==> run_1/gates.png <==
(1.5 px per µm)
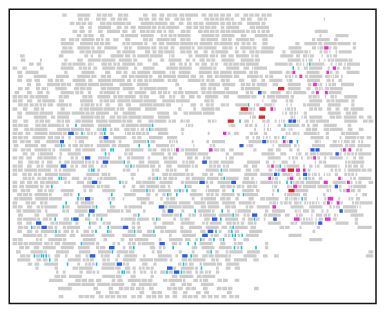
==> run_1/layers.png <==
(1.5 px per µm) Two of the layers only.
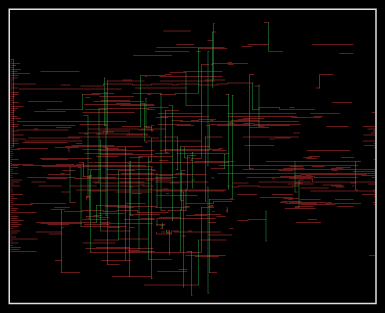
==> run_1/placed.png <==
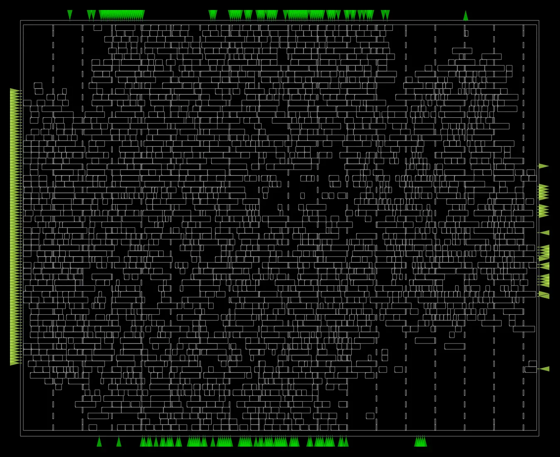
<file path="src/rtl/lcd_pkg.sv">
// Shared types and HD44780 command constants for the LCD refresh path.
package lcd_pkg;

    typedef enum logic [2:0] {
        PWR_WAIT,
        INIT,
        IDLE,
        ADDR1,
        LINE1,
        ADDR2,
        LINE2
    } lcd_state_t;

    typedef enum logic [1:0] {
        BW_IDLE,
        BW_SETUP,
        BW_EN,
        BW_WAIT
    } bw_state_t;

    localparam logic [7:0] LCD_FUNC  = 8'h38;
    localparam logic [7:0] LCD_ON    = 8'h0C;
    localparam logic [7:0] LCD_CLR   = 8'h01;
    localparam logic [7:0] LCD_ENTRY = 8'h06;
    localparam logic [7:0] LCD_ROW0  = 8'h80;
    localparam logic [7:0] LCD_ROW1  = 8'hC0;
    localparam logic [7:0] LCD_SPACE = 8'h20;

    function automatic logic [7:0] init_cmd(input logic [3:0] i);
        case (i[1:0])
            2'd0:    return LCD_FUNC;
            2'd1:    return LCD_ON;
            2'd2:    return LCD_CLR;
            default: return LCD_ENTRY;
        endcase
    endfunction

    // Column 0 lives in the top byte; NUL is shown as a blank.
    function automatic logic [7:0] lcd_char(input logic [127:0] l,
                                            input logic [3:0] col);
        logic [3:0] j;
        logic [7:0] c;
        j = 4'd15 - col;
        c = l[{j, 3'b000} +: 8];
        return (c == 8'h00) ? LCD_SPACE : c;
    endfunction

endpackage

</file>
<file path="src/rtl/lcd_refresh_ctrl_byte_writer.sv">
// Single-byte panel write: setup cycle, enable pulse, then settle wait.
module lcd_byte_writer
    import lcd_pkg::*;
#(
    parameter int unsigned EN_CYC   = 60,
    parameter int unsigned WAIT_CYC = 6_250,
    parameter int unsigned CLR_CYC  = 250_000
) (
    input  logic       clk,
    input  logic       rst,
    input  logic       start,
    input  logic       rs_in,
    input  logic [7:0] byte_in,
    input  logic       long_wait,
    output logic       rs,
    output logic       en,
    output logic [7:0] data,
    output logic       done
);

    bw_state_t   st, st_d;
    logic [31:0] cnt, cnt_d;
    logic        lw;
    logic        take;

    always_comb begin
        st_d  = st;
        cnt_d = cnt;
        take  = 1'b0;
        done  = 1'b0;
        unique case (st)
            BW_IDLE: ;
            BW_SETUP: begin
                st_d  = BW_EN;
                cnt_d = EN_CYC - 32'd1;
            end
            BW_EN: begin
                if (cnt == 32'd0) begin
                    st_d  = BW_WAIT;
                    cnt_d = (lw ? CLR_CYC : WAIT_CYC) - 32'd1;
                end else begin
                    cnt_d = cnt - 32'd1;
                end
            end
            BW_WAIT: begin
                if (cnt == 32'd0) begin
                    st_d = BW_IDLE;
                    done = 1'b1;
                end else begin
                    cnt_d = cnt - 32'd1;
                end
            end
            default: st_d = BW_IDLE;
        endcase
        // The last wait cycle counts as idle so bytes run back to back.
        if (start && (st == BW_IDLE || done)) begin
            take  = 1'b1;
            st_d  = BW_SETUP;
            cnt_d = 32'd0;
        end
    end

    always_ff @(posedge clk or negedge rst) begin
        if (!rst) begin
            st   <= BW_IDLE;
            cnt  <= 32'd0;
            lw   <= 1'b0;
            rs   <= 1'b0;
            data <= 8'h00;
        end else begin
            st  <= st_d;
            cnt <= cnt_d;
            if (take) begin
                rs   <= rs_in;
                data <= byte_in;
                lw   <= long_wait;
            end
        end
    end

    assign en = (st == BW_EN);

endmodule

</file>
<file path="src/rtl/lcd_refresh_ctrl.sv">
// Character-LCD refresh sequencer: power-on init, then full-screen
// rewrites from an atomic snapshot on input change or refresh request.
module lcd_refresh_ctrl
    import lcd_pkg::*;
#(
    parameter int unsigned PWR_CYC  = 5_000_000,
    parameter int unsigned EN_CYC   = 60,
    parameter int unsigned WAIT_CYC = 6_250,
    parameter int unsigned CLR_CYC  = 250_000
) (
    input  logic         clk,
    input  logic         rst,
    input  logic [127:0] line1,
    input  logic [127:0] line2,
    input  logic         refresh,
    output logic         rs,
    output logic         rw,
    output logic         en,
    output logic [7:0]   data,
    output logic         ready,
    output logic         busy
);

    lcd_state_t   st, st_d;
    logic [31:0]  pcnt;
    logic [3:0]   idx, idx_d;
    logic [127:0] snap1, snap2;
    logic         pend;
    logic         cap;
    logic         init_end;
    logic         trig;

    logic         wr_start;
    logic         wr_rs;
    logic [7:0]   wr_byte;
    logic         wr_long;
    logic         wr_done;

    assign trig = pend | (line1 != snap1) | (line2 != snap2);

    always_comb begin
        st_d     = st;
        idx_d    = idx;
        wr_start = 1'b0;
        wr_rs    = 1'b0;
        wr_byte  = 8'h00;
        cap      = 1'b0;
        init_end = 1'b0;
        unique case (st)
            PWR_WAIT: begin
                if (pcnt == PWR_CYC - 32'd1) begin
                    st_d     = INIT;
                    idx_d    = 4'd0;
                    wr_start = 1'b1;
                    wr_byte  = init_cmd(4'd0);
                end
            end
            INIT: begin
                if (wr_done) begin
                    if (idx == 4'd3) begin
                        st_d     = IDLE;
                        init_end = 1'b1;
                    end else begin
                        idx_d    = idx + 4'd1;
                        wr_start = 1'b1;
                        wr_byte  = init_cmd(idx + 4'd1);
                    end
                end
            end
            IDLE: begin
                if (trig) begin
                    st_d     = ADDR1;
                    cap      = 1'b1;
                    wr_start = 1'b1;
                    wr_byte  = LCD_ROW0;
                end
            end
            ADDR1: begin
                if (wr_done) begin
                    st_d     = LINE1;
                    idx_d    = 4'd0;
                    wr_start = 1'b1;
                    wr_rs    = 1'b1;
                    wr_byte  = lcd_char(snap1, 4'd0);
                end
            end
            LINE1: begin
                if (wr_done) begin
                    wr_start = 1'b1;
                    if (idx == 4'd15) begin
                        st_d    = ADDR2;
                        wr_byte = LCD_ROW1;
                    end else begin
                        idx_d   = idx + 4'd1;
                        wr_rs   = 1'b1;
                        wr_byte = lcd_char(snap1, idx + 4'd1);
                    end
                end
            end
            ADDR2: begin
                if (wr_done) begin
                    st_d     = LINE2;
                    idx_d    = 4'd0;
                    wr_start = 1'b1;
                    wr_rs    = 1'b1;
                    wr_byte  = lcd_char(snap2, 4'd0);
                end
            end
            LINE2: begin
                if (wr_done) begin
                    if (idx == 4'd15) begin
                        st_d = IDLE;
                    end else begin
                        idx_d    = idx + 4'd1;
                        wr_start = 1'b1;
                        wr_rs    = 1'b1;
                        wr_byte  = lcd_char(snap2, idx + 4'd1);
                    end
                end
            end
            default: st_d = PWR_WAIT;
        endcase
        wr_long = !wr_rs && (wr_byte == LCD_CLR);
    end

    always_ff @(posedge clk or negedge rst) begin
        if (!rst) begin
            st    <= PWR_WAIT;
            pcnt  <= 32'd0;
            idx   <= 4'd0;
            snap1 <= {16{LCD_SPACE}};
            snap2 <= {16{LCD_SPACE}};
            pend  <= 1'b0;
            ready <= 1'b0;
        end else begin
            st  <= st_d;
            idx <= idx_d;
            if (st == PWR_WAIT)
                pcnt <= pcnt + 32'd1;
            if (cap) begin
                snap1 <= line1;
                snap2 <= line2;
            end
            if (init_end)
                ready <= 1'b1;
            // A refresh landing on the capture cycle is kept, not lost.
            if (cap)
                pend <= refresh;
            else if (refresh || init_end)
                pend <= 1'b1;
        end
    end

    assign busy = (st != IDLE);
    assign rw   = 1'b0;

    lcd_byte_writer #(
        .EN_CYC   (EN_CYC),
        .WAIT_CYC (WAIT_CYC),
        .CLR_CYC  (CLR_CYC)
    ) u_wr (
        .clk       (clk),
        .rst       (rst),
        .start     (wr_start),
        .rs_in     (wr_rs),
        .byte_in   (wr_byte),
        .long_wait (wr_long),
        .rs        (rs),
        .en        (en),
        .data      (data),
        .done      (wr_done)
    );

endmodule
</file>
<file path="config.mk">
export PLATFORM = sky130hd
export DESIGN_NAME = lcd_refresh_ctrl
export DESIGN_NICKNAME = d
export VERILOG_FILES = /design/src/rtl/lcd_pkg.sv /design/src/rtl/lcd_refresh_ctrl_byte_writer.sv /design/src/rtl/lcd_refresh_ctrl.sv
export SDC_FILE = /design/constraint.sdc
export NUM_CORES = 1
export LEC_CHECK = 0
export CORE_ASPECT_RATIO = 0.8
export CORE_MARGIN = 1
export CORE_UTILIZATION = 43
export CTS_BUF_LIST = sky130_fd_sc_hd__clkbuf_4
export DETAILED_ROUTE_END_ITERATION = 10
export PLACE_DENSITY = 0.77
export SLEW_MARGIN = 20
export SYNTH_ARGS = -nofsm -noshare
export SYNTH_HDL_FRONTEND = slang
export SYNTH_HIERARCHICAL = 1
export SYNTH_SLANG_ARGS = --single-unit
</file>
<file path="constraint.sdc">
create_clock -name clk -period 4.3 [get_ports clk]
set_clock_uncertainty 0.1 [all_clocks]
set_input_delay 0.43 -clock clk [delete_from_list [all_inputs] [get_ports clk]]
set_output_delay 0.43 -clock clk [all_outputs]
set_load 0.01 [all_outputs]
</file>
==> flow_metrics.tcl, run 1 <==
# implementation run metrics
set metrics [dict create \
    drc 0 \
    slew_violations 0 \
    vias 16600 \
    status "finished clean" \
    nNetsFinal 2340 \
    finalHoldViolations 0 \
    fin_util_pct 54.4 \
    cp_data_arrival_time_ps 4750 \
    dr.pass1.iters 7 \
    powerDensity_nw_per_um2 300 \
    path_cells "xnor2_1 > o221ai_2 > nor4_2 > nand4_1 > nor4_2 > buf_4 > a31oi_4 > buf_4 > buf_4 > mux2_1" \
    endpoint "snap1[121]" \
    io_buffers 270 \
    common_cells "309 x dfrtp_1, 197 x mux2_1, 107 x inv_1" \
    reg2reg_from "snap1[79]" \
    ff2ff_path_depth 10 \
    post-synth-top-count-cell "dfrtp_1" \
    fin_crit_ps 4150 \
    reg2reg_to "snap1[121]" \
    top_area_cell "dfrtp_1" \
    grt_pass1_vias 16400 \
    placed_cells 2589 \
    cts.htree.levels 3 \
    cpMaxStageDelayCell "nor4_2" \
    synth.area.top_cells "dfrtp_1 39%, mux2_1 11%, mux4_2 8.3%" \
    finalPower_mw 7.49 \
    peakVddDrop_mv 0.170 \
    grt_max_degree 128 \
    clock-sinks 341 \
    path_depth 10 \
    edf_count 0 \
    critPathLaunch "snap1[79]" \
    drt-initial-drc-count 1978 \
    p_leak_nw 10.4 \
    yosysUniqueCellTypes 75 \
    wl_um 73400 \
    clockRootBuffer "clkbuf_4" \
    synth_flops 341 \
    overflow 0 \
    clk_path_buf_depth 3 \
    grt_first_pass_wirelength_um 108000 \
    cp_common_cell "buf_4" \
    postSynthCellCount 1714 \
    die_h_um 195 \
    worst_pin_slew_ps 956 \
    synth_stat.cells 1714 \
    gp_congestion 1.00 \
    pre_cts_slack_ps -564 \
    setup_violations 0 \
    setup.worst_path.end_class "register" \
    drtAntennaViolNets 0 \
    hold_path.class "input pin to asynchronous set/reset pin" \
    critical_path_class "register to register" \
    antenna_found_initial 8 \
    post_cts_buffers 0 \
    worst_slack_ps 151 \
    ios 272 \
    synthesis.area_um2 20100 \
    drt-wirelength-per-cell_um 26.5 \
    top_cell_area_share_pct 38.5 \
    die_w_um 243 \
    syn_nets 1980 \
    rrSetupSlack_ps 150 \
    clock.latency.late_pin_ps 860 \
    warning_count 32 \
    maxCapViolCount 0 \
    post-dp-hpwl_um 57500 \
    fp-utilization_pct 43.7 \
    ys_warn_count 6 \
    path_delay_family "simple AND/OR/NAND/NOR gates" \
]
Back to the opening pictures, gates.png:
Blue stands for non-inverting ao/oa cells, cells 44. Magenta stands for and/or cells, cells 33. Red stands for fa/ha/maj cells, cells 7. Cyan stands for inv cells, cells 107.
most numerous logic cell after layout: dfrtp_1
non-filler cells, final: 2767
multi-input combinational area share: 42.7%

Back to the opening pictures, layers.png:
Red stands for M3, wire length 6990 µm. Green stands for M4, wire length 2560 µm.

Back to the opening pictures, placed.png:
FP Rows: 70
Core ar.: 45900 µm²

[run 1: sequential cells by signal (all words and copies together) (netlist names)]
name and flops:
snap1 128, snap2 128, pcnt 32, u_wr/cnt 32
u_wr/data 8, idx 4, st 3, u_wr/st 2
pend 1, ready 1, u_wr/lw 1, u_wr/rs 1
[run 1: routing by layer]
layer	vias to the layer above	GRT usage [%]	part of all wire, %
met1	8409	43.5	42
met3	152	7.42	9.5
met2	830	46.7	45
met4	2	11.4	3.5
met5	-	0	0.16
li1	7163	-	-
[run 1: worst register-to-register path, stage by stage (launching register included)]
cell,delay [ps]
dfrtp_1,410
xnor2_1,540
o221ai_2,360
nor4_2,560
nand4_1,170
nor4_2,310
buf_4,180
a31oi_4,100
buf_4,310
buf_4,470
mux2_1,540
[run 1: how the worst min path moves through the flow]
stage,startpoint,cells past startpoint,to
after floorplan,rst,0,idx[0]
after global placement,ready,1,ready
after detailed placement,ready,1,ready
after CTS,line2[29],3,snap2[29]
after global routing,rst,2,u_wr/cnt[21]
final,rst,2,u_wr/cnt[21]
[run 1: layout make-up]
class	instances	area [µm²]
Clock inverter	19	77.6
Tap cell	612	766
Fill cell	3994	20900
Inverter	107	402
Multi-Input combinational cell	1193	10700
Antenna cell	8	20.0
Timing Repair Buffer	338	3330
Clock buffer	149	1120
Sequential cell	341	8580
[run 1: repair_timing]
item | 4_1_cts | 5_1_grt
hold buffers | 1 | 0
endpoints found under the setup margin | 1 | 81
resized | 1 | 3
endpoints found under the hold margin | 114 | 0
[run 1: power by group]
group | total [mW] | internal [mW] | switching [mW]
logic | 0.947 | 0.491 | 0.456
clock network | 3.02 | 1.56 | 1.46
registers | 3.52 | 3.34 | 0.172
[run 1: stage by stage]
step	hold WS (ps)	area (µm²)	TNS, ps
global route	19.8	24900	0
global placement	339	23700	-89970
floorplan	34.4	20100	0
finish	61.1	25000	0
CTS	37.3	24900	0
detailed placement	352	23700	-100580
[run 1: cells by family (layout without fill, tap and decap cells)]
group           Yosys count  in the layout  share of synthesized area [%]
mux                     358            358                           24.1
simple gates            449            449                           13.1
xor+xnor                164            164                           7.16
fa+ha+maj                 7              7                          0.437
buf+inv                 180            613                           4.36
other cells               1              9                         0.0187
flops                   341            341                           42.7
compound gates          214            214                           8.09
[run 1: cells in the final DEF, fill, tap and decap left out, types with 6 or more instances in the layout]
cell type and count:
a2111o_1 25, a2111oi_0 7, a21o_1 8, a21oi_1 14, a22oi_1 6, a31oi_1 16
and3_1 8, buf_12 7, buf_4 59, clkbuf_4 149, clkdlybuf4s50_1 269, clkinv_1 15
dfrtp_1 308, dfstp_2 32, diode_2 8, ha_1 6, inv_1 107, mux2_1 197
mux2_2 59, mux2i_1 28, mux4_2 74, nand2_1 64, nand2b_1 60, nand3_1 30
nand4_1 41, nor2_1 37, nor2b_1 86, nor3_1 25, nor4_1 51, nor4_2 8
o2111ai_1 18, o21ai_0 34, o22ai_1 33, or4_1 6, xnor2_1 98, xor2_1 64
==> inputs of run 2 (changes only) <==
CTS_CLUSTER_SIZE = 24   (was unset)
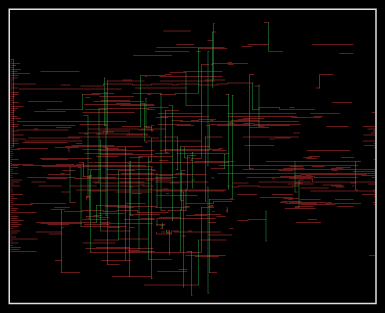
(run_2/layers.png)
(1.5 px per µm) Two of the layers only.
Green stands for M4, wire length 2560 µm. Red stands for M3, wire length 6990 µm.
Vias: 16600
Total GRT Usage: 31.0%
drt wl/cell: 26.5 µm

==> run 2 against run 1 <==
Against the previous run: area after synthesis unchanged; routed wire length unchanged; setup slack unchanged; worst hold slack unchanged; design area unchanged; largest power group unchanged; critical path type unchanged; combinational power about the same; via count unchanged.
==> flow_metrics.tcl, run 2 <==
# implementation run metrics
set metrics [dict create \
    status "finished clean" \
    fp-utilization_pct 43.7 \
    async_reset_ff_share_pct 100 \
    ios 272 \
    post-synth-top-count-cell "dfrtp_1" \
    switchingPower_mw 2.09 \
    clkSlewWorstSetupHoldPaths_ps 60 \
    cts_buffers 93 \
    via_per_inst 5.98 \
    hold_path.class "input pin to asynchronous set/reset pin" \
    yosysChipArea_um2 20100 \
    syn_to_final_growth_pct 24.4 \
    cp_data_arrival_time_ps 4750 \
    drt-initial-drc-count 1978 \
    clockRootBuffer "clkbuf_4" \
    critical_path_class "register to register" \
    max_freq_mhz 241 \
    edf_count 0 \
    num_rows 70 \
    final_cell_mix "308 x dfrtp_1, 269 x clkdlybuf4s50_1, 197 x mux2_1" \
    clock-sinks 341 \
    setup_violations 0 \
    top_cell_area_share_pct 38.5 \
    worst_pin_slew_ps 956 \
    cts_tree "built" \
    syn_nets 1980 \
    antenna_found_initial 8 \
    overflow 0 \
    peakVddDrop_mv 0.170 \
    path_max_fanout 69 \
    cts.htree.levels 3 \
    common_cells "309 x dfrtp_1, 197 x mux2_1, 107 x inv_1" \
    syn_area_per_cell_um2 11.7 \
    clock.latency.late_pin_ps 860 \
    fin_tns_setup_ps 0 \
    largestRegisters "snap1 (128), snap2 (128)" \
    dr.pass1.iters 7 \
    warning_count 32 \
    intPower_mw 5.40 \
    grt_first_pass_wirelength_um 108000 \
    powerDensity_nw_per_um2 300 \
    io_buffers 270 \
    layout-drive-gt1-share_pct 19.6 \
    synth_flops 341 \
    finalCritPeriodShare_pct 96.5 \
    mostFrequentLayoutCell "dfrtp_1" \
    power_frac_comb_pct 12.7 \
    synth_stat.cells 1714 \
    worstPathRequired_ps 4900 \
    gp_congestion 1.00 \
    whs_ps 61.1 \
    dieArea_um2 47500 \
    p_leak_nw 10.4 \
    seq_power_share_pct 47.0 \
    drc 0 \
    ys_dominant_reg_cell "dfrtp_1" \
    synth.area.top_cells "dfrtp_1 39%, mux2_1 11%, mux4_2 8.3%" \
    drtAntennaViolNets 0 \
    wl_um 73400 \
    grt_max_degree 128 \
    postSynthCellCount 1714 \
    maxSlewHeadroom_pct 36.3 \
    clk_path_buf_depth 3 \
    clkPwrFrac_pct 40.4 \
    core_um2 45900 \
    sw_frac_of_total_pct 27.9 \
    fin_util_pct 54.4 \
    ff2ff_path_depth 10 \
    setup.worst_path.end_class "register" \
    maxCapViolCount 0 \
    grt_pass1_vias 16400 \
    die_w_um 243 \
    top_area_cell "dfrtp_1" \
    synthesis.area_um2 20100 \
    fin_crit_ps 4150 \
    rsz0062_at_grt "no" \
    start_kind "register" \
    yosysUniqueCellTypes 75 \
    finalHoldViolations 0 \
    post-dp-hpwl_um 57500 \
    die_h_um 195 \
    ys_warn_count 6 \
    postSynthSeqShare_pct 42.7 \
    nNetsFinal 2340 \
    slew_violations 0 \
]
==> run 2: metal layers <==
| metal | track usage [%] | share of wire, % |
|---|---|---|
| met1 | 43.5 | 42 |
| met2 | 46.7 | 45 |
| met3 | 7.42 | 9.5 |
| met4 | 11.4 | 3.5 |
| met5 | 0 | 0.16 |
==> run 2: timing repair <==
item	4_1_cts	5_1_grt
setup endpoints to repair	1	81
pin swaps	0	0
cloned	0	0
gates resized	1	3
hold buffers	1	0
buffers inserted	0	0
endpoints found under the hold margin	114	0
==> run 2: final timing paths <==
path / from / endpoint / slack, ps
setup / recovery: snap1[79] / snap1[121] / 150
hold / removal: rst / u_wr/cnt[21] / 60
setup reg to reg: snap1[79] / snap1[121] / 150
hold reg to reg: ready / ready / 360
max in group asynchronous: rst / snap2[61] / 2860
min in group clk: line2[29] / snap2[29] / 100
==> run 2: power by group through the flow <==
stage | clock [mW] | combinational, mW | sequential, mW
global route | 3.25 | 0.998 | 3.52
CTS | 3.09 | 0.932 | 3.51
finish | 3.02 | 0.947 | 3.52
floorplan | 0 | 0.358 | 3.48
detailed placement | 0 | 0.925 | 3.56
global placement | 0 | 0.915 | 3.56
==> run 2: area by class of cell <==
cell class,count,area (µm²)
sequential,341,8580
inverter,107,402
tap,612,766
antenna,8,20.0
multi-input combinational,1193,10700
timing repair buffer,338,3330
clock inverter,19,77.6
fill,3994,20900
clock buffer,149,1120
==> run 2: worst max-delay path, stage by stage, from the launching register on <==
cell and delay (ps):
dfrtp_1 410, xnor2_1 540, o221ai_2 350, nor4_2 560
nand4_1 170, nor4_2 310, buf_4 180, a31oi_4 100
buf_4 310, buf_4 460, mux2_1 470
==> run 2: stage by stage <==
step / total power [mW] / instances / worst slack, ps / area (µm²)
5_1_grt: 7.77 / 2762 / 64.0 / 24900
4_1_cts: 7.52 / 2758 / 143 / 24900
2_1_floorplan: 3.84 / 1714 / 32.4 / 20100
3_3_place_gp: 4.47 / 2589 / -490 / 23700
3_5_place_dp: 4.49 / 2589 / -564 / 23700
6_report: 7.49 / 2767 / 151 / 25000
==> run 2: logic make-up (layout without fill, tap and decap cells) <==
| family | Yosys count | after routing | share of synthesized area (%) |
|---|---|---|---|
| xor gates and xnor gates | 164 | 164 | 7.16 |
| adders and majority gates | 7 | 7 | 0.437 |
| other | 1 | 9 | 0.0187 |
| muxes | 358 | 358 | 24.1 |
| DFF | 341 | 341 | 42.7 |
| and+or+nand+nor | 449 | 449 | 13.1 |
| AOI/OAI and AO/OA | 214 | 214 | 8.09 |
| buffers and inverters | 180 | 613 | 4.36 |
==> run_2/route_heat.png <==
(1 px per µm) The die is cut into 24 by 20 equal tiles; dark purple is low, yellow is high, scaled to the fullest tile. Values are wire area over tile area, all layers added.
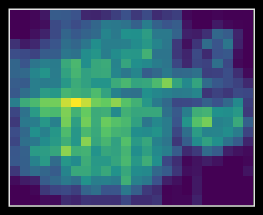

==> inputs of run 3 (changes only) <==
CORE_UTILIZATION = 50   (was 43)
PLACE_DENSITY = 0.87   (was 0.77)
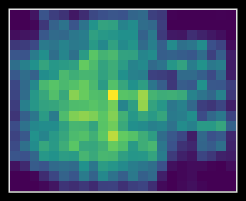
(run_3/route_heat.png)
(1 px per µm) The die is cut into 23 by 18 equal tiles; dark purple is low, yellow is high, scaled to the fullest tile. Values are wire area over tile area, all layers added.
The mean over all tiles is 0.30. The densest ninth of the die: center. 33% of the tiles are over half the peak. 9.7% of the tiles are nearly empty. The emptiest ninth of the die: south-east. The fullest tile reaches 0.81.
Vias: 16800
Routed Wire Length: 71500 µm

==> run 3 against run 2 <==
Against the previous run: total power is 0.63% lower; synthesized cell count stayed put; fmax is 4.6% higher; area after synthesis stayed put; die size is 14% lower; highest routed layer unchanged; critical path type unchanged; setup slack better by 180 ps; sequential cell count stayed put; register-to-register slack better by 180 ps; core utilization is 8.2 points higher; first-iteration DRC count is 6.0% higher.
==> flow_metrics.tcl, run 3 <==
# implementation run metrics
set metrics [dict create \
    status "finished clean" \
    maxCapViolCount 0 \
    maxSlewHeadroom_pct 38.8 \
    io_buffers 270 \
    pre_cts_slack_ps 61.3 \
    yosysUniqueCellTypes 75 \
    slew_violations 0 \
    clk_path_buf_depth 3 \
    reg2reg_to "u_wr/cnt[2]" \
    synth_flops 341 \
    yosys.area_share.aoi_pct 8.09 \
    fin_tns_setup_ps 0 \
    synth.area.top_cells "dfrtp_1 39%, mux2_1 11%, mux4_2 8.3%" \
    postSynthCellCount 1714 \
    logic_family "multiplexers" \
    hold_depth 3 \
    grt_first_pass_wirelength_um 106000 \
    synthesis.area_um2 20100 \
    grt_max_degree 107 \
    warning_count 36 \
    worstPathRequired_ps 4870 \
    dr.pass1.iters 8 \
    rsz0062_at_grt "no" \
    drc 0 \
    post-synth-top-count-cell "dfrtp_1" \
    clock.latency.late_pin_ps 830 \
    cp_data_arrival_time_ps 4540 \
    finalHoldViolations 0 \
    finalPower_mw 7.44 \
    die_w_um 226 \
    rrSetupSlack_ps 330 \
    synth_stat.cells 1714 \
    nNetsFinal 2326 \
    critical_path_class "register to register" \
    num_rows 65 \
    mostFrequentLayoutCell "dfrtp_1" \
    powerDensity_nw_per_um2 301 \
    logic_area_um2 10600 \
    ys_dominant_reg_cell "dfrtp_1" \
    edf_count 0 \
    ys_warn_count 6 \
    overflow 0 \
    hold_buffers 1 \
    gp_congestion 1.03 \
    finalCritPeriodShare_pct 92.2 \
    top_area_cell "dfrtp_1" \
    syn_area_per_cell_um2 11.7 \
    syn_to_final_growth_pct 23.3 \
    clkSlewWorstSetupHoldPaths_ps 60 \
    hold_path.class "input pin to register" \
    hp-start "line2[29]" \
    ff2ff_path_depth 16 \
    peakVddDrop_mv 0.187 \
    layout-drive-gt1-share_pct 18.9 \
    max_freq_mhz 252 \
    clock-sinks 341 \
    clockRootBuffer "clkbuf_4" \
    worst_slack_ps 334 \
    hold_end "snap2[29]" \
    core_um2 39500 \
    drtAntennaViolNets 0 \
    start_kind "register" \
    regArea_um2 8580 \
    largestRegisters "snap1 (128), snap2 (128)" \
    path_max_fanout 11 \
    via_per_inst 6.27 \
    mux_share_pct 24.1 \
    setup.worst_path.end_class "register" \
    reg2reg_from "snap1[79]" \
    grt_pass1_vias 16800 \
    ctsResizeCount 0 \
    worst_pin_slew_ps 910 \
    final_cell_mix "308 x dfrtp_1, 269 x clkdlybuf4s50_1, 197 x mux2_1" \
    dieArea_um2 40900 \
    cts_tree "built" \
    xor_share_pct 7.16 \
    postSynthSeqShare_pct 42.7 \
    async_reset_ff_share_pct 100 \
    drt-wirelength-per-cell_um 26.8 \
    simple_gate_share_pct 13.1 \
    common_cells "309 x dfrtp_1, 197 x mux2_1, 107 x inv_1" \
    cts.htree.levels 3 \
    drt-initial-drc-count 2097 \
    p_leak_nw 10.3 \
]
[run 3: through the flow]
step / std cells / hold slack [ps] / area, µm²
2_1_floorplan: 1714 / 34.4 / 20100
5_1_grt: 2671 / 120 / 24700
3_3_place_gp: 2504 / 362 / 23500
4_1_cts: 2669 / 81.9 / 24700
3_5_place_dp: 2504 / 357 / 23500
6_report: 2671 / 132 / 24700
[run 3: worst max path at each step]
stage                     from  slack [ps]           end
floorplan               idx[0]          30       u_wr/lw
global placement    line2[117]         110  u_wr/cnt[14]
detailed placement  line2[117]          60  u_wr/cnt[14]
CTS                  snap1[79]         430   u_wr/cnt[2]
global route         snap1[79]         220  u_wr/cnt[13]
finish               snap1[79]         330   u_wr/cnt[2]
[run 3: per-layer routing]
layer  GRT usage, %  vias up  routed length (µm)
li1               -     7101                   -
met5              0        -                  11
met2           52.0     1026               31600
met4           16.5        2                3530
met3           10.2      205                8210
met1           48.7     8426               28100
[run 3: area by class of cell]
class | count | area share (%)
Clock buffer | 142 | 4.31
Tap cell | 536 | 2.71
Antenna cell | 2 | 0.0202
Multi-Input combinational cell | 1193 | 43.1
Clock inverter | 22 | 0.516
Sequential cell | 341 | 34.7
Inverter | 107 | 1.62
Timing Repair Buffer | 328 | 13.1
[run 3: critical path: stages (launching register included)]
cell       delay [ps]
dfrtp_1           490
xnor2_1           260
o221ai_1          150
buf_4             190
nor4_1            490
buf_4             220
nand4_1            90
nor4_2            300
buf_4             180
a31oi_4           110
or2_1             270
and3b_1           220
and4_1            210
a31oi_1           110
buf_4             220
o21ai_0            90
o2bb2ai_1         130
[run 3: report_power, final]
group / leakage (nW) / switching (mW) / internal [mW]
sequential: 4.10 / 0.173 / 3.34
combinational: 5.46 / 0.451 / 0.481
clock: 0.708 / 1.43 / 1.56
total: 10.3 / 2.06 / 5.38
[run 3: cell families (layout without fill, tap and decap cells)]
family          after synthesis  count (layout)
simple gates                449             449
mux                         358             358
flops                       341             341
compound gates              214             214
buf+inv                     180             599
xor+xnor                    164             164
fa+ha+maj                     7               7
other cells                   1               3

==> layout pictures side by side <==
Layout detail.
picture 1
Region (107, 83) to (137, 113) µm. Cells in gray, sequential cells in the stronger gray; small squares are vias.
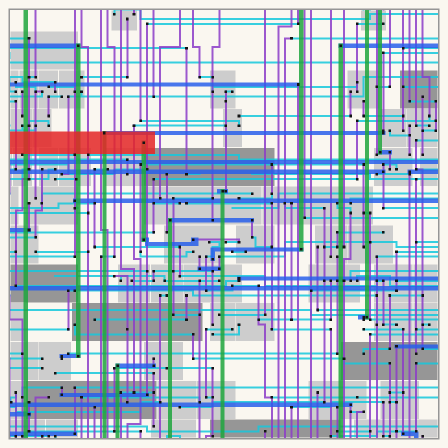
picture 2
Region (98, 76) to (128, 106) µm. Cells in gray, sequential cells in the stronger gray; small squares are vias.
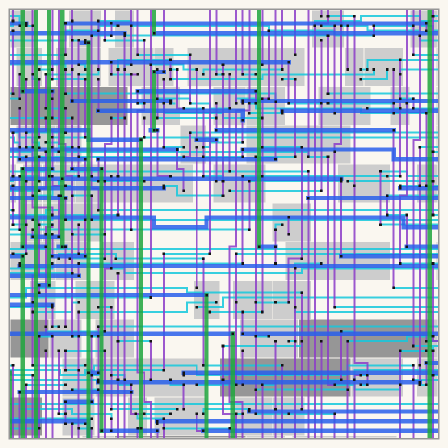
run 2 -> picture 1
run 3 -> picture 2

Key to picture 1:
Red stands for M5. Green stands for M4. Purple stands for M2. Cyan stands for M1. Blue stands for M3.
Most frequent: buf_4 (7), nand2_1 (6), dfrtp_1 (5). Netlist names of flops here include snap1 (3), snap2 (2). 47 logic cells have their middle in the window. Sequential cells in the window: 5.

Power figures rest on the tool's default switching activity, not on a simulated workload.
